==> src/rtl/dht_pkg.sv <==
// Shared types, timing presets and checksum helper for the single-wire
// humidity/temperature sensor emulator.
package dht_pkg;

   typedef enum logic [3:0] {
      ST_IDLE,
      ST_REQ_LOW,
      ST_REQ_WAIT,
      ST_RESP_DELAY,
      ST_RESP_LOW,
      ST_RESP_HIGH,
      ST_BIT_LOW,
      ST_BIT_HIGH,
      ST_TAIL
   } dht_state_t;

   localparam int unsigned DHT_FRAME_BITS       = 40;

   // DHT11-class timing; DHT22-class parts only shorten the start request.
   localparam int unsigned DHT11_REQ_LOW_MIN_US = 18000;
   localparam int unsigned DHT22_REQ_LOW_MIN_US = 1000;
   localparam int unsigned DHT_RESP_DELAY_US    = 30;
   localparam int unsigned DHT_RESP_LOW_US      = 80;
   localparam int unsigned DHT_RESP_HIGH_US     = 80;
   localparam int unsigned DHT_BIT_LOW_US       = 50;
   localparam int unsigned DHT_BIT0_HIGH_US     = 26;
   localparam int unsigned DHT_BIT1_HIGH_US     = 70;
   localparam int unsigned DHT_REL_TIMEOUT_US   = 200;

   function automatic logic [7:0] dht_checksum(input logic [31:0] p);
      return p[31:24] + p[23:16] + p[15:8] + p[7:0];
   endfunction

   function automatic int unsigned dht_max(input int unsigned a, input int unsigned b);
      return (a > b) ? a : b;
   endfunction

endpackage

==> src/rtl/dht_us_tick.sv <==
// Microsecond prescaler: one-cycle tick every CLK_PER_US clocks, restartable
// so that every protocol phase begins on a fresh microsecond boundary.
module dht_us_tick #(
   parameter int unsigned CLK_PER_US = 4
) (
   input  logic clk,
   input  logic rst_n,
   input  logic clr,
   output logic tick
);

   localparam int unsigned PW = $clog2(CLK_PER_US);
   localparam logic [PW-1:0] LAST = PW'(CLK_PER_US - 1);

   logic [PW-1:0] cnt;

   always_ff @(posedge clk or negedge rst_n) begin
      if (!rst_n) begin
         cnt <= '0;
      end else if (clr || cnt == LAST) begin
         cnt <= '0;
      end else begin
         cnt <= cnt + 1'b1;
      end
   end

   assign tick = (cnt == LAST);

endmodule

==> src/rtl/dht_sensor_emu.sv <==
// Single-wire sensor emulator: accepts a host start request, answers with the
// response preamble and sends {payload, checksum} MSB first, pulse-width coded.
module dht_sensor_emu
   import dht_pkg::*;
#(
   parameter int unsigned CLK_PER_US     = 4,
   parameter int unsigned REQ_LOW_MIN_US = DHT11_REQ_LOW_MIN_US,
   parameter int unsigned RESP_DELAY_US  = DHT_RESP_DELAY_US,
   parameter int unsigned RESP_LOW_US    = DHT_RESP_LOW_US,
   parameter int unsigned RESP_HIGH_US   = DHT_RESP_HIGH_US,
   parameter int unsigned BIT_LOW_US     = DHT_BIT_LOW_US,
   parameter int unsigned BIT0_HIGH_US   = DHT_BIT0_HIGH_US,
   parameter int unsigned BIT1_HIGH_US   = DHT_BIT1_HIGH_US,
   parameter int unsigned REL_TIMEOUT_US = DHT_REL_TIMEOUT_US
) (
   input  logic        clk,
   input  logic        rst_n,
   input  logic        data_i,
   output logic        data_oe,
   input  logic [31:0] payload_i,
   input  logic        payload_valid,
   output logic        payload_ready,
   output logic        busy,
   output logic        frame_done,
   output logic        abort
);

   localparam int unsigned US_MAX = dht_max(
      dht_max(dht_max(REQ_LOW_MIN_US, RESP_DELAY_US), dht_max(RESP_LOW_US, RESP_HIGH_US)),
      dht_max(dht_max(BIT_LOW_US, BIT0_HIGH_US), dht_max(BIT1_HIGH_US, REL_TIMEOUT_US)));
   localparam int unsigned UW = $clog2(US_MAX + 1);
   localparam logic [5:0] FIRST_BIT = 6'(DHT_FRAME_BITS - 1);

   typedef logic [UW-1:0] us_t;

   dht_state_t  state, state_next;
   logic        sync1, line, line_prev, fall;
   logic        tick, state_chg, phase_end;
   us_t         us_cnt, phase_len;
   logic        lo_seen, contention;
   logic [31:0] shadow;
   logic [39:0] frame;
   logic [5:0]  bit_idx;
   logic        snapshot, bit_step;
   logic        oe_d, done_d, abort_d;

   assign payload_ready = 1'b1;

   // Synchroniser resets to the pulled-up level so reset release never looks like a request.
   always_ff @(posedge clk or negedge rst_n) begin
      if (!rst_n) begin
         sync1     <= 1'b1;
         line      <= 1'b1;
         line_prev <= 1'b1;
      end else begin
         sync1     <= data_i;
         line      <= sync1;
         line_prev <= line;
      end
   end

   assign fall      = line_prev & ~line;
   assign state_chg = (state_next != state);

   dht_us_tick #(.CLK_PER_US(CLK_PER_US)) u_tick (
      .clk   (clk),
      .rst_n (rst_n),
      .clr   (state_chg),
      .tick  (tick)
   );

   always_ff @(posedge clk or negedge rst_n) begin
      if (!rst_n) begin
         us_cnt  <= '0;
         lo_seen <= 1'b0;
      end else if (state_chg) begin
         us_cnt  <= '0;
         lo_seen <= 1'b0;
      end else if (tick) begin
         us_cnt  <= us_cnt + 1'b1;
         lo_seen <= ~line;
      end
   end

   always_comb begin
      phase_len = '0;
      case (state)
         ST_REQ_LOW:    phase_len = us_t'(REQ_LOW_MIN_US - 1);
         ST_REQ_WAIT:   phase_len = us_t'(REL_TIMEOUT_US - 1);
         ST_RESP_DELAY: phase_len = us_t'(RESP_DELAY_US - 1);
         ST_RESP_LOW:   phase_len = us_t'(RESP_LOW_US - 1);
         ST_RESP_HIGH:  phase_len = us_t'(RESP_HIGH_US - 1);
         ST_BIT_LOW,
         ST_TAIL:       phase_len = us_t'(BIT_LOW_US - 1);
         ST_BIT_HIGH:   phase_len = frame[bit_idx] ? us_t'(BIT1_HIGH_US - 1)
                                                   : us_t'(BIT0_HIGH_US - 1);
         default:       phase_len = '0;
      endcase
   end

   assign phase_end  = tick && (us_cnt == phase_len);
   assign contention = (state == ST_RESP_HIGH || state == ST_BIT_HIGH) && tick && !line && lo_seen;

   always_ff @(posedge clk or negedge rst_n) begin
      if (!rst_n) begin
         state      <= ST_IDLE;
         data_oe    <= 1'b0;
         frame_done <= 1'b0;
         abort      <= 1'b0;
      end else begin
         state      <= state_next;
         data_oe    <= oe_d;
         frame_done <= done_d;
         abort      <= abort_d;
      end
   end

   always_comb begin
      state_next = state;
      case (state)
         ST_IDLE:       if (fall) state_next = ST_REQ_LOW;
         ST_REQ_LOW:    if (line) state_next = ST_IDLE;
                        else if (phase_end) state_next = ST_REQ_WAIT;
         ST_REQ_WAIT:   if (line) state_next = ST_RESP_DELAY;
                        else if (phase_end) state_next = ST_IDLE;
         ST_RESP_DELAY: if (phase_end) state_next = ST_RESP_LOW;
         ST_RESP_LOW:   if (phase_end) state_next = ST_RESP_HIGH;
         ST_RESP_HIGH:  if (contention) state_next = ST_IDLE;
                        else if (phase_end) state_next = ST_BIT_LOW;
         ST_BIT_LOW:    if (phase_end) state_next = ST_BIT_HIGH;
         ST_BIT_HIGH:   if (contention) state_next = ST_IDLE;
                        else if (phase_end) state_next = (bit_idx == '0) ? ST_TAIL : ST_BIT_LOW;
         ST_TAIL:       if (phase_end) state_next = ST_IDLE;
         default:       state_next = ST_IDLE;
      endcase
   end

   // Outputs are decoded from the next state and registered, so they move on the transition edge.
   always_comb begin
      oe_d = 1'b0;
      case (state_next)
         ST_RESP_LOW, ST_BIT_LOW, ST_TAIL: oe_d = 1'b1;
         default:                          oe_d = 1'b0;
      endcase
      done_d  = (state == ST_TAIL) && (state_next == ST_IDLE);
      abort_d = contention;
      busy    = (state != ST_IDLE);
   end

   assign snapshot = (state == ST_RESP_DELAY) && (state_next == ST_RESP_LOW);
   assign bit_step = (state == ST_BIT_HIGH) && (state_next == ST_BIT_LOW);

   always_ff @(posedge clk or negedge rst_n) begin
      if (!rst_n) begin
         shadow  <= '0;
         frame   <= '0;
         bit_idx <= '0;
      end else begin
         if (payload_valid && payload_ready) shadow <= payload_i;
         if (snapshot) begin
            frame   <= {shadow, dht_checksum(shadow)};
            bit_idx <= FIRST_BIT;
         end else if (bit_step) begin
            bit_idx <= bit_idx - 1'b1;
         end
      end
   end

endmodule

==> config.mk <==
export PLATFORM = sky130hd
export DESIGN_NAME = dht_sensor_emu
export DESIGN_NICKNAME = d
export VERILOG_FILES = /design/src/rtl/dht_pkg.sv /design/src/rtl/dht_us_tick.sv /design/src/rtl/dht_sensor_emu.sv
export SDC_FILE = /design/constraint.sdc
export NUM_CORES = 1
export LEC_CHECK = 0
export CAP_MARGIN = 20
export CORE_ASPECT_RATIO = 0.8
export CORE_MARGIN = 2
export CORE_UTILIZATION = 30
export CTS_CLUSTER_SIZE = 12
export DETAILED_ROUTE_END_ITERATION = 6
export HOLD_SLACK_MARGIN = 0.15
export PLACE_DENSITY = 0.49
export SLEW_MARGIN = 25
export SYNTH_ARGS = -nofsm -noshare
export SYNTH_HDL_FRONTEND = slang
export SYNTH_SLANG_ARGS = --single-unit
export TNS_END_PERCENT = 1
==> constraint.sdc <==
create_clock -name clk -period 6.8 [get_ports clk]
set_input_delay 1.02 -clock clk [delete_from_list [all_inputs] [get_ports clk]]
set_output_delay 1.02 -clock clk [all_outputs]
set_load 0.005 [all_outputs]
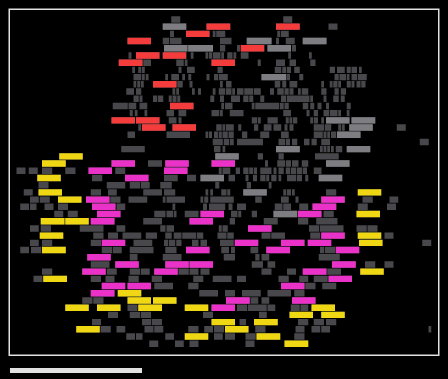
*Sequential cells grouped by signal name, run 1*
Scale bar: 50 um. Other sequential cells in the stronger gray, the rest of the logic in the fainter gray.
Key: frame = magenta [flops 40]; us_cnt = red [flops 15]; shadow = yellow [flops 32]

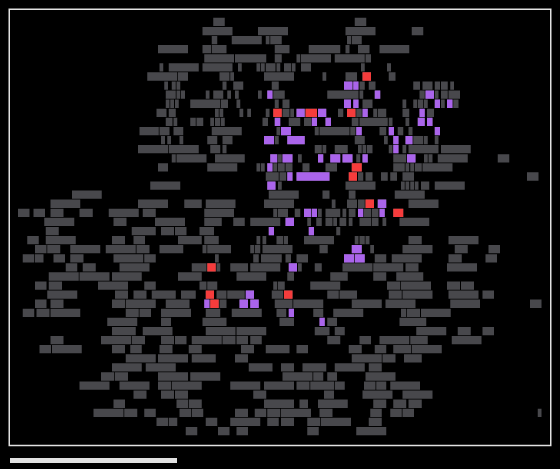
*Gate families picked out, run 1*
Scale bar: 50 um.
Key: non-inverting ao/oa cells = red [cells 12]; aoi and oai cells = purple [cells 56]
Layout Cells excl Fill: 824
fraction of area in multi-input gates: 45.0%
most instantiated logic cell after routing: dfrtp_1

==> flow_summary.yaml, run 1 <==
# flow metrics
critical_path:
  rr_worst_depth: 10
  cp_cell_sequence: "buf_4, mux2i_1, a2111oi_0, nand3_1, nand2_1, or3_1, nand4_1, a2111oi_4, and2_4, mux2_2"
  critPathRequiredTime_ns: 7.05
  startpoint: "bit_idx[0]"
  rr_startpoint: "bit_idx[0]"
placement:
  dp_slack_ns: 2.47
synth:
  ys_chip_area_um2: 5960
  synth-async-reset-ratio_pct: 100
  ys_ff: 106
  ys_warn_count: 0
  synthCells: 527
finish:
  fin_util_pct: 34.8
  inverters: 18
  syn2layout_area_growth_pct: 14.7
  clkCellAreaFrac_pct: 4.32
  drive_gt1_share_pct: 19.3
  nonClkBufAreaFrac_pct: 6.00
  flop-count: 106
  final_area_um2: 6840
  fillers: 1945
power:
  p_switching_mw: 0.687
  power_leader: "sequential cells"
  clock_power_share_pct: 27.0
global_routing:
  grt_start_max_net_pins: 55
cts:
  clockBufferDepth: 2
  clk_latency_ns: 0.37
sta:
  relSlewSlack_pct: 50.7
  drv_slew: 0
floorplan:
  pin_count: 41
  core-area_um2: 19600
drt:
  postRouteAntennaNets: 0
status:
  status: "complete, no violations"
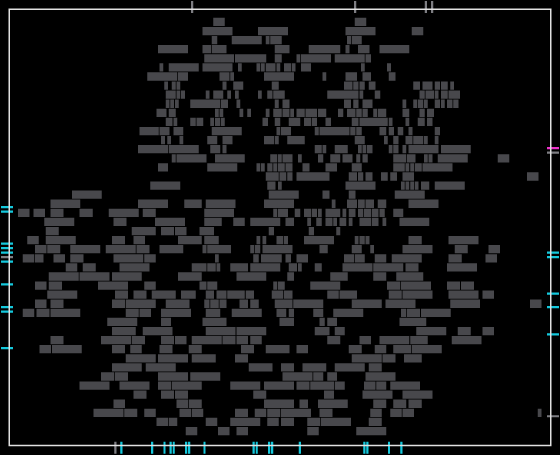
*Pin map, run 1*
Pins as bars across the die edge, other pins in gray.
Key: payload_i = cyan [pins 32, direction input, edge 17 bottom, 10 left, 5 right]; frame_done = magenta [pins 1, direction output, edge right]
All pins by edge: 18 bottom, 11 left, 8 right, 4 top.

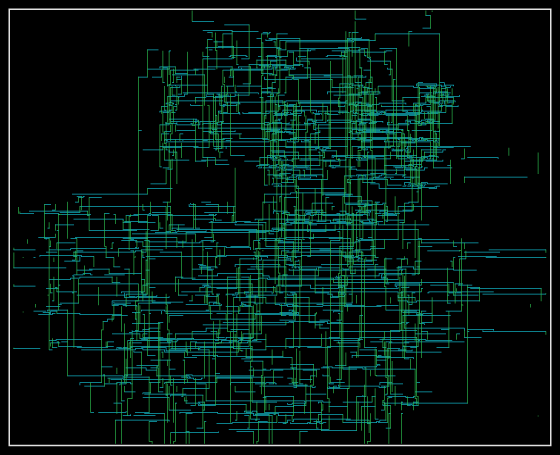
*Wiring by layer, run 1*
Two of the layers only.
Key: metal 1 = cyan [wire length 7210 um]; metal 2 = green [wire length 5430 um]
vias post-DR: 3995
Total GRT Usage: 13.8%
Avg WL per Cell: 16.2 um
WL final: 13.3 mm

## Run 2: what changed since run 1
- PLACE_DENSITY: 0.49 -> 0.51
- clock period: 6.8 -> 3.7 ns (I/O delays scaled with it)
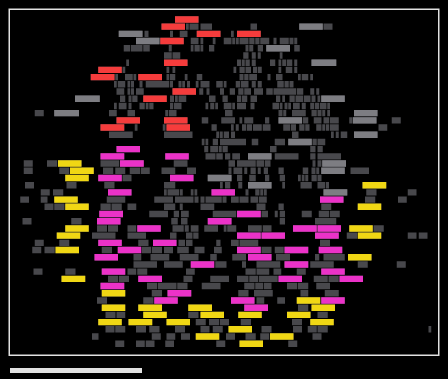
*Sequential cells grouped by signal name, run 2*
Scale bar: 50 um. Other sequential cells in the stronger gray, the rest of the logic in the fainter gray.
Key: shadow = yellow [flops 32]; frame = magenta [flops 40]; us_cnt = red [flops 15]
sequential portion of the cell area: 38.1%
Flop+latch power: 1.43 mW
sequential cell area: 2660 um2
Core Util, Final: 35.5%

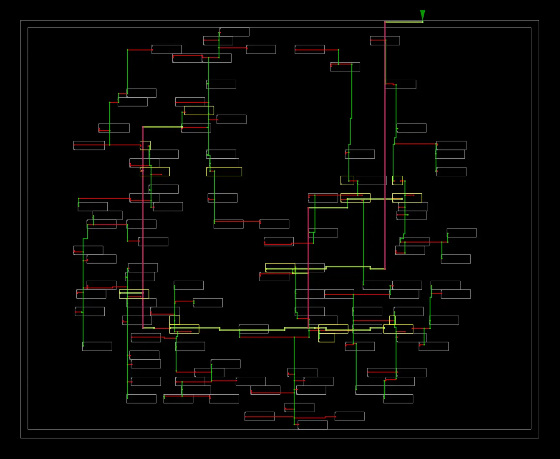
*Clock routing, run 2*
Setup Skew: 0.0102 ns
clock buf count: 10
clk pwr: 1.01 mW

==> run 2 against run 1 <==
Compared with the run above: clock power is 92% higher; core utilization up 0.71 points; clock skew is 0.0012 ns lower; register-to-register slack worse by 2.1 ns; synthesized cell count stayed put; hold slack lost 0.056 ns; via count is 1.5% higher; critical path type unchanged; largest power group unchanged.
==> flow_summary.yaml, run 2 <==
# flow metrics
status:
  status: "complete, no violations"
drt:
  vias: 4053
  wire_per_inst_um: 16.0
  postRouteAntennaNets: 0
  totalWireLength_mm: 13.4
critical_path:
  startpoint: "bit_idx[0]"
  ff2ff_setup_slack_ns: 0.33
  worstSetupPathType: "reg -> reg"
  rr_worst_depth: 11
  cp_cell_sequence: "buf_12, mux2i_1, a2111oi_0, nand3_1, nand3_4, or3_1, nand4_1, a2111oi_4, and2_4, buf_12, mux2_2"
  cpMaxStageDelayCell: "a2111oi_0"
  start_kind: "flop"
  critPathMaxStageDelay_ns: 0.63
  critPathCaptureType: "flop"
  rr_startpoint: "bit_idx[0]"
finish:
  inverters: 18
  syn2layout_area_growth_pct: 17.1
  comb_area_share_pct: 44.1
  lay_top_count: "dfrtp_1"
  nonClkBufAreaFrac_pct: 7.61
  flop-count: 106
  finalNonFillerCells: 835
  fillers: 1934
  clkCellAreaFrac_pct: 4.47
  antenna_cells: 0
  drive_gt1_share_pct: 20.8
  final_area_um2: 6970
power:
  powerDensity_nw_per_um2: 528
  power_leader: "sequential cells"
  p_switching_mw: 1.24
  totalPowerFinal_mw: 3.68
  clock_power_share_pct: 27.5
  power_frac_comb_pct: 33.6
synth:
  ys_ff: 106
  ys_chip_area_um2: 5960
  synthMuxAreaShare_pct: 19.2
  synthCells: 527
  netlist.area_leader.share_pct: 43.3
  ys.flop_type: "dfrtp_1"
  ys_warn_count: 0
global_routing:
  grt_start_max_net_pins: 65
  grt_usage_pct: 13.7
cts:
  clkSinkCount: 106
  clockBufferDepth: 2
  clk_latency_ns: 0.36
sta:
  drv_slew: 0
  relSlewSlack_pct: 42.7
floorplan:
  core-area_um2: 19600
  pin_count: 41
## Run 3: what changed since run 2
- PLACE_DENSITY: 0.51 -> 0.49
- clock period: 3.7 -> 4.1 ns (I/O delays scaled with it)
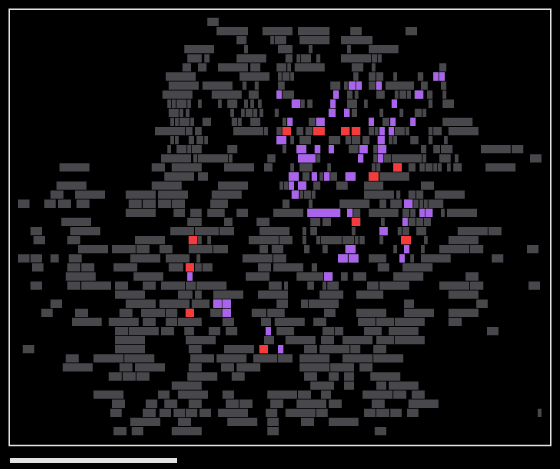
*Gate families picked out, run 3*
Scale bar: 50 um.
Key: aoi and oai cells = purple [cells 56]; non-inverting ao/oa cells = red [cells 12]

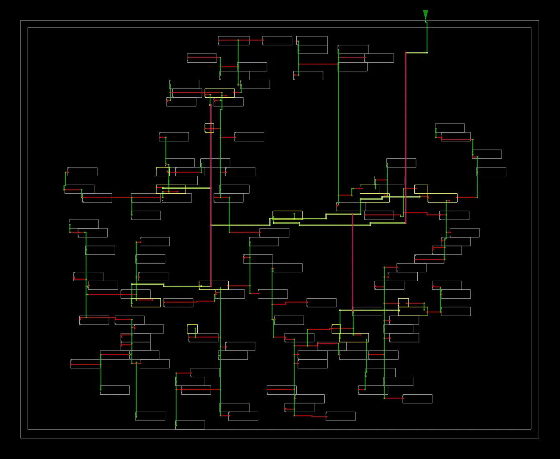
*Clock routing, run 3*
clock buf count: 9
cts bufs inserted: 9
clock sink count: 106
Clock Latency Late Sink: 0.36 ns

==> run 3 against run 2 <==
Compared with the run above: wire length up 1.0%; hold slack got worse by 0.0053 ns; combinational power is about 10% lower; synthesized area did not move; die area stayed put; power down 11%; cell area decreased by 0.65%; clock skew rose by 0.00081 ns; via count increased by 0.35%.
==> flow_summary.yaml, run 3 <==
# flow metrics
drt:
  postRouteAntennaNets: 0
  wl_met1_mm: 7.34
  totalWireLength_mm: 13.5
  wire_per_inst_um: 16.2
finish:
  clkCellAreaFrac_pct: 4.28
  fin_util_pct: 35.3
  lay_top_count: "dfrtp_1"
  flop-count: 106
  antenna_cells: 0
  comb_area_share_pct: 44.3
  drive_gt1_share_pct: 20.4
  final_area_um2: 6930
  fillers: 2000
  regArea_um2: 2660
  finalNonFillerCells: 833
  lay_top_cells: "dfrtp_1, mux2_2, nor2_1"
  syn2layout_area_growth_pct: 16.3
critical_path:
  rr_worst_depth: 10
  critPathMaxStageDelay_ns: 0.62
  startpoint: "state[3]"
  critPathCaptureType: "flop"
  cp_cell_sequence: "nor4b_1, mux2i_1, o211a_1, o2111ai_1, a2111oi_2, nand4_1, a2111oi_4, and2_4, buf_12, mux2_2"
  start_kind: "flop"
  worstSetupPathType: "reg -> reg"
  ff2ff_setup_slack_ns: 0.44
power:
  p_switching_mw: 1.16
  powerDensity_nw_per_um2: 474
  totalPowerFinal_mw: 3.28
  pg_clk_mw: 0.854
  power_leader: "sequential cells"
  clock_power_share_pct: 26.0
  power_sequential_mw: 1.33
synth:
  ys_ff: 106
  ys_chip_area_um2: 5960
  synthCells: 527
  ys.flop_type: "dfrtp_1"
  ys_warn_count: 0
  netlist.area_leader.share_pct: 43.3
  synthMuxAreaShare_pct: 19.2
cts:
  clockBufferDepth: 2
global_routing:
  grt_start_max_net_pins: 86
  grt_usage_pct: 13.9
floorplan:
  pin_count: 41
  core-area_um2: 19600
sta:
  layout_setup_ws_ns: 0.437
  drv_slew: 0
  fin_worst_skew_ns: 0.0110
  fin_tns_setup_ns: 0
status:
  status: "complete, no violations"
Power is estimated from default activity; no workload was simulated.
